**Metal 3**

Scale bar: 50 µm.
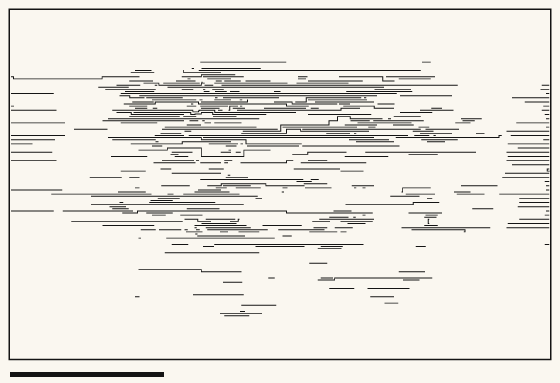
**Port wiring**

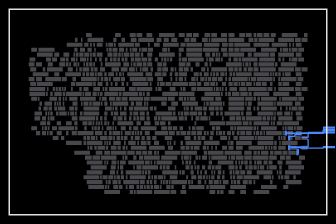
**Cell outlines without signal wires**

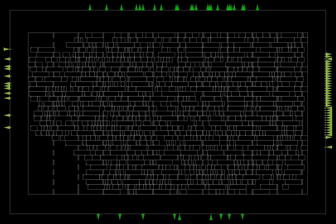
**Local utilization**

18 x 11 tiles, from black (low) to pale yellow (high), 0 to 100% covered.
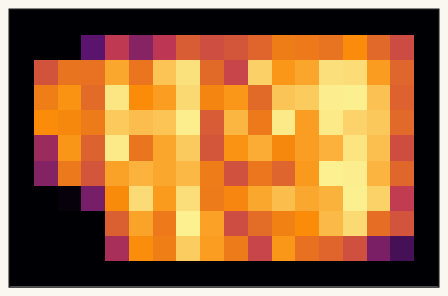
**Selected gate families**

Scale bar: 50 µm.
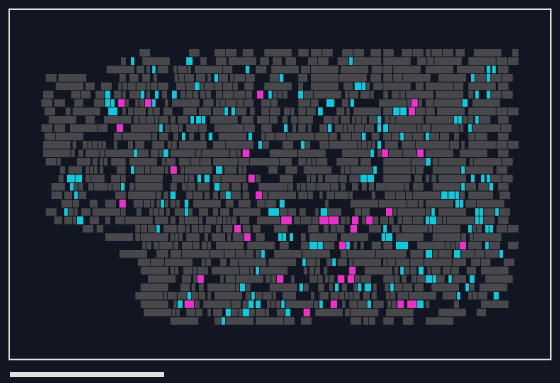
<file path="src/rtl/skew_mes_ctl_mc.sv">
// Multi-channel skew measurement controller: per enabled channel, search the smallest
// strobe delay code at which the majority-voted comparator output reads 1.
module skew_mes_ctl_mc #(
  parameter int CH_N      = 4,
  parameter int DLY_W     = 10,
  parameter int SMPL_W    = 4,
  parameter int SETTLE    = 2,
  parameter int TIMEOUT_W = 16,
  localparam int CH_W     = (CH_N > 1) ? $clog2(CH_N) : 1
) (
  input  logic                  clk_i,
  input  logic                  arst_i,
  input  logic                  run_i,
  input  logic                  mode_i,
  input  logic [CH_N-1:0]       ch_mask_i,
  input  logic [SMPL_W-1:0]     smpl_n_i,
  input  logic [CH_N-1:0]       cmp_out_i,
  input  logic                  stb_valid_i,
  output logic                  stb_req_o,
  output logic [DLY_W-1:0]      delay_code_o,
  output logic [CH_W-1:0]       ch_sel_o,
  output logic [CH_N*DLY_W-1:0] res_code_o,
  output logic [CH_N-1:0]       res_valid_o,
  output logic [CH_N-1:0]       ch_err_o,
  output logic                  busy_o,
  output logic                  rdy_o,
  output logic                  err_o
);

  localparam int ST_W = (SETTLE > 1) ? $clog2(SETTLE) : 1;
  localparam logic [ST_W-1:0] SETTLE_LAST = ST_W'((SETTLE > 0) ? SETTLE - 1 : 0);
  localparam logic [DLY_W-1:0] MAX_CODE = '1;

  typedef enum logic [2:0] {
    S_IDLE, S_NEXT_CH, S_SET_CODE, S_REQ, S_WAIT_SMPL, S_EVAL, S_DONE, S_ERR
  } state_t;

  // Handshake: stb_req_o is high for every cycle spent in S_REQ; a one-cycle
  // stb_valid_i seen there completes the strobe and req drops on the next cycle.
  state_t                state_q, state_d;
  logic                  run_q;
  logic                  mode_q, mode_d;
  logic [CH_N-1:0]       mask_q, mask_d, done_q, done_d;
  logic [SMPL_W-1:0]     smpl_q, smpl_d;
  logic [CH_W-1:0]       ch_q, ch_d;
  logic [DLY_W-1:0]      code_q, code_d;
  logic [DLY_W:0]        lo_q, lo_d, hi_q, hi_d;
  logic [ST_W-1:0]       cnt_q, cnt_d;
  logic [TIMEOUT_W-1:0]  tmo_q, tmo_d;
  logic [SMPL_W:0]       scnt_q, scnt_d, ones_q, ones_d;
  logic [CH_N*DLY_W-1:0] res_q, res_d;
  logic [CH_N-1:0]       val_q, val_d, cerr_q, cerr_d;

  logic [CH_N-1:0] pend;
  logic [SMPL_W:0] smpl_eff;
  logic            decision, start, busy;
  logic            pick_found;
  logic [CH_W-1:0] pick_idx;
  logic [DLY_W:0]  nlo, nhi, mid_sum;

  assign pend     = mask_q & ~done_q;
  assign smpl_eff = (smpl_q == '0) ? (SMPL_W+1)'(1) : {1'b0, smpl_q};
  assign decision = {ones_q, 1'b0} > {1'b0, smpl_eff};
  assign start    = run_i & ~run_q;
  assign busy     = (state_q == S_NEXT_CH) || (state_q == S_SET_CODE) || (state_q == S_REQ) ||
                    (state_q == S_WAIT_SMPL) || (state_q == S_EVAL);

  always_comb begin
    pick_found = 1'b0;
    pick_idx   = '0;
    for (int i = CH_N - 1; i >= 0; i--) begin
      if (pend[i]) begin
        pick_found = 1'b1;
        pick_idx   = CH_W'(i);
      end
    end
  end

  // Binary search bounds after the current probe; the max-code probe leaves hi at max.
  always_comb begin
    nlo = lo_q;
    nhi = hi_q;
    if (decision) nhi = {1'b0, code_q};
    else          nlo = {1'b0, code_q} + (DLY_W+1)'(1);
    mid_sum = (nlo + nhi) >> 1;
  end

  always_comb begin
    state_d = state_q;
    mode_d  = mode_q;
    mask_d  = mask_q;
    done_d  = done_q;
    smpl_d  = smpl_q;
    ch_d    = ch_q;
    code_d  = code_q;
    lo_d    = lo_q;
    hi_d    = hi_q;
    cnt_d   = cnt_q;
    tmo_d   = tmo_q;
    scnt_d  = scnt_q;
    ones_d  = ones_q;
    res_d   = res_q;
    val_d   = val_q;
    cerr_d  = cerr_q;
    if (busy && !run_i) begin
      state_d = S_IDLE;
    end else begin
      case (state_q)
        S_IDLE, S_DONE, S_ERR: begin
          if (start) begin
            mode_d  = mode_i;
            mask_d  = ch_mask_i;
            smpl_d  = smpl_n_i;
            done_d  = '0;
            val_d   = '0;
            cerr_d  = '0;
            state_d = S_NEXT_CH;
          end
        end
        S_NEXT_CH: begin
          if (pick_found) begin
            ch_d    = pick_idx;
            code_d  = mode_q ? MAX_CODE : '0;
            lo_d    = '0;
            hi_d    = {1'b0, MAX_CODE};
            scnt_d  = '0;
            ones_d  = '0;
            cnt_d   = '0;
            state_d = S_SET_CODE;
          end else begin
            state_d = S_DONE;
          end
        end
        S_SET_CODE: begin
          if (cnt_q == SETTLE_LAST) begin
            tmo_d   = '0;
            state_d = S_REQ;
          end else begin
            cnt_d = cnt_q + ST_W'(1);
          end
        end
        S_REQ: begin
          if (stb_valid_i) begin
            cnt_d   = '0;
            state_d = S_WAIT_SMPL;
          end else if (tmo_q == '1) begin
            state_d = S_ERR;
          end else begin
            tmo_d = tmo_q + TIMEOUT_W'(1);
          end
        end
        S_WAIT_SMPL: begin
          if (cnt_q == SETTLE_LAST) begin
            ones_d = ones_q + {{SMPL_W{1'b0}}, cmp_out_i[ch_q]};
            scnt_d = scnt_q + (SMPL_W+1)'(1);
            if ((scnt_q + (SMPL_W+1)'(1)) >= smpl_eff) begin
              state_d = S_EVAL;
            end else begin
              tmo_d   = '0;
              state_d = S_REQ;
            end
          end else begin
            cnt_d = cnt_q + ST_W'(1);
          end
        end
        S_EVAL: begin
          scnt_d = '0;
          ones_d = '0;
          cnt_d  = '0;
          // Max code is only probed first in binary mode or last in linear mode.
          if (!decision && code_q == MAX_CODE) begin
            cerr_d[ch_q] = 1'b1;
            done_d[ch_q] = 1'b1;
            state_d      = S_NEXT_CH;
          end else if (!mode_q) begin
            if (decision) begin
              res_d[ch_q*DLY_W +: DLY_W] = code_q;
              val_d[ch_q]  = 1'b1;
              done_d[ch_q] = 1'b1;
              state_d      = S_NEXT_CH;
            end else begin
              code_d  = code_q + DLY_W'(1);
              state_d = S_SET_CODE;
            end
          end else begin
            lo_d = nlo;
            hi_d = nhi;
            if (nlo < nhi) begin
              code_d  = mid_sum[DLY_W-1:0];
              state_d = S_SET_CODE;
            end else begin
              res_d[ch_q*DLY_W +: DLY_W] = nlo[DLY_W-1:0];
              val_d[ch_q]  = 1'b1;
              done_d[ch_q] = 1'b1;
              state_d      = S_NEXT_CH;
            end
          end
        end
        default: state_d = S_IDLE;
      endcase
    end
  end

  always_ff @(posedge clk_i or posedge arst_i) begin
    if (arst_i) begin
      state_q <= S_IDLE;
      run_q   <= 1'b0;
      mode_q  <= 1'b0;
      mask_q  <= '0;
      done_q  <= '0;
      smpl_q  <= '0;
      ch_q    <= '0;
      code_q  <= '0;
      lo_q    <= '0;
      hi_q    <= '0;
      cnt_q   <= '0;
      tmo_q   <= '0;
      scnt_q  <= '0;
      ones_q  <= '0;
      res_q   <= '0;
      val_q   <= '0;
      cerr_q  <= '0;
    end else begin
      state_q <= state_d;
      run_q   <= run_i;
      mode_q  <= mode_d;
      mask_q  <= mask_d;
      done_q  <= done_d;
      smpl_q  <= smpl_d;
      ch_q    <= ch_d;
      code_q  <= code_d;
      lo_q    <= lo_d;
      hi_q    <= hi_d;
      cnt_q   <= cnt_d;
      tmo_q   <= tmo_d;
      scnt_q  <= scnt_d;
      ones_q  <= ones_d;
      res_q   <= res_d;
      val_q   <= val_d;
      cerr_q  <= cerr_d;
    end
  end

  assign stb_req_o    = (state_q == S_REQ);
  assign delay_code_o = code_q;
  assign ch_sel_o     = ch_q;
  assign res_code_o   = res_q;
  assign res_valid_o  = val_q;
  assign ch_err_o     = cerr_q;
  assign busy_o       = busy;
  assign rdy_o        = (state_q == S_DONE);
  assign err_o        = (state_q == S_ERR);

endmodule

</file>
<file path="config.mk">
export PLATFORM = sky130hd
export DESIGN_NAME = skew_mes_ctl_mc
export DESIGN_NICKNAME = d
export VERILOG_FILES = /design/src/rtl/skew_mes_ctl_mc.sv
export SDC_FILE = /design/constraint.sdc
export NUM_CORES = 1
export LEC_CHECK = 0
export ABC_CLOCK_PERIOD_IN_PS = 5300
export CORE_ASPECT_RATIO = 0.6
export CORE_MARGIN = 10
export CORE_UTILIZATION = 59
export CTS_BUF_LIST = sky130_fd_sc_hd__clkbuf_4 sky130_fd_sc_hd__clkbuf_8 sky130_fd_sc_hd__clkbuf_16
export DETAILED_ROUTE_END_ITERATION = 10
export PLACE_DENSITY = 0.88
export SYNTH_ARGS = -nofsm -noshare
export SYNTH_HDL_FRONTEND = slang
export SYNTH_SLANG_ARGS = --single-unit
</file>
<file path="constraint.sdc">
create_clock -name clk_i -period 5.3 [get_ports clk_i]
set_input_delay 1.06 -clock clk_i [delete_from_list [all_inputs] [get_ports clk_i]]
set_output_delay 1.06 -clock clk_i [all_outputs]
set_load 0.02 [all_outputs]
</file>
==> changes_impl.md <==
### Physical design

* Status: finished, final reports clean
* Clk pwr share at 0.214
* I/O pins at 81
* Worst Path Arrival at 5.32 ns
* Peak VDD IR at 0.000285 V
* Die area at just under 20000 µm²
* Clk_lat worst skew at 0.44 ns
* Multi-input gates at 733
* Vias in the first global route at 7710
* Slew headroom at 0.148
* P_sw at approximately 2.8 mW
* Final non-filler cell total at 1237
* Worst Setup Path Type: reg2reg
* Clock group total power at approximately 1.2 mW
* Main synth FF type: dfrtp_1
* Cell Pwr Density at 559 nW/µm²
* Global route overflow at 0
* Critical Path Max Stage Delay at about 0.47 ns
* Dpl cells at 1203
* Setup_tns at 0 ns
* Yosys cell count at 963
* Xor/xnor share at 0.0339
* Met2 Track Usage GR at 0.373
* Tightest Pin Transition at 1.27 ns
* Num CTS Buffers at 17
* Pin count of the biggest net entering global routing at 77
* Crit path buffers/inverters at 4
* Top power group: combinational cells
* Min-delay src: res_valid_o[1]
* Wire per inst at 22.2 µm
* CTS tree: done
* Signal buf overhead at 0.101
* Hold Fails Final Rpt at 0
* WL met3 at around 4.2 mm
* Sequential Power at 1.24 mW
* Slowest cell on the critical path: nor4b_4
* H-Tree Depth at 4
* Detailed Route WL at ~27 mm
* Chip Area, Yosys at 8530 µm²
* Post-Synth Adder-Cell Area at 0.0581
* Synth async-reset ratio at 1.00
* CP endpoint kind: flip-flop
* Signal inverters at 47
* Area fraction in mux cells at 0.0632
* Iter 0 DRT Violations at roughly 1600
* Seq pwr share at 0.220
* Routing usage on met1 at 0.381
* Mapped Area at 8530 µm²
* First-pass GRT wire length at 43.9 mm
* Crit Path Max Fanout at 10
* Num Clock Sinks at 126
* Core Util at FP at 0.613
* Critical path depth at 17
* # clk buffers at 17
* Syn Nets at 1019
* Post-synth area hogs: dfrtp_1 37%, ha_1 5.6%, nand2_1 4.4%
* GR Util met3 at 0.122
* Beginning of the worst register-to-register path: ones_q[2]
* Most frequent cell after synthesis: dfrtp_1
* Endpoint, Worst Hold: res_valid_o[1]
* Crit path max-delay family: simple AND/OR/NAND/NOR gates
* Worst Setup EP: res_code_o[0]
* Initial antenna violation count at 1
* Via-to-Cell Ratio at 6.72
* Complex Gates by Area at 0.215
* R2r setup slk at 0.30 ns
* Total design power at 5.63 mW
* Layout cells sized above 1 at 0.0890
* Most common cell on crit path: buf_4
* Cell Type Count at a little over 80
* Post-CTS Hold Buffers at 0
About 'metal 3':
main direction: horizontal
longest straight run: 89.2 µm
wire length on this layer: 4200 µm
nets with wire on the layer: 227
share of all routed wire: 15%

About 'port wiring':
[smpl_n_i] blue | bits: 4 | direction: input | edge: east | end cells: 4 | wire: 109 µm

About 'cell outlines without signal wires':
row count: 33
final core utilization: 0.724
tally of filler cells in the layout: 1003

About 'local utilization':
tiles over 75% full: 34%
densest ninth of the die: centre
emptiest ninth of the die: south-west

About 'selected gate families':
[NAND gates] cyan | cells: 152
[AND and OR gates] magenta | cells: 34

Power is estimated from default activity; no workload was simulated.
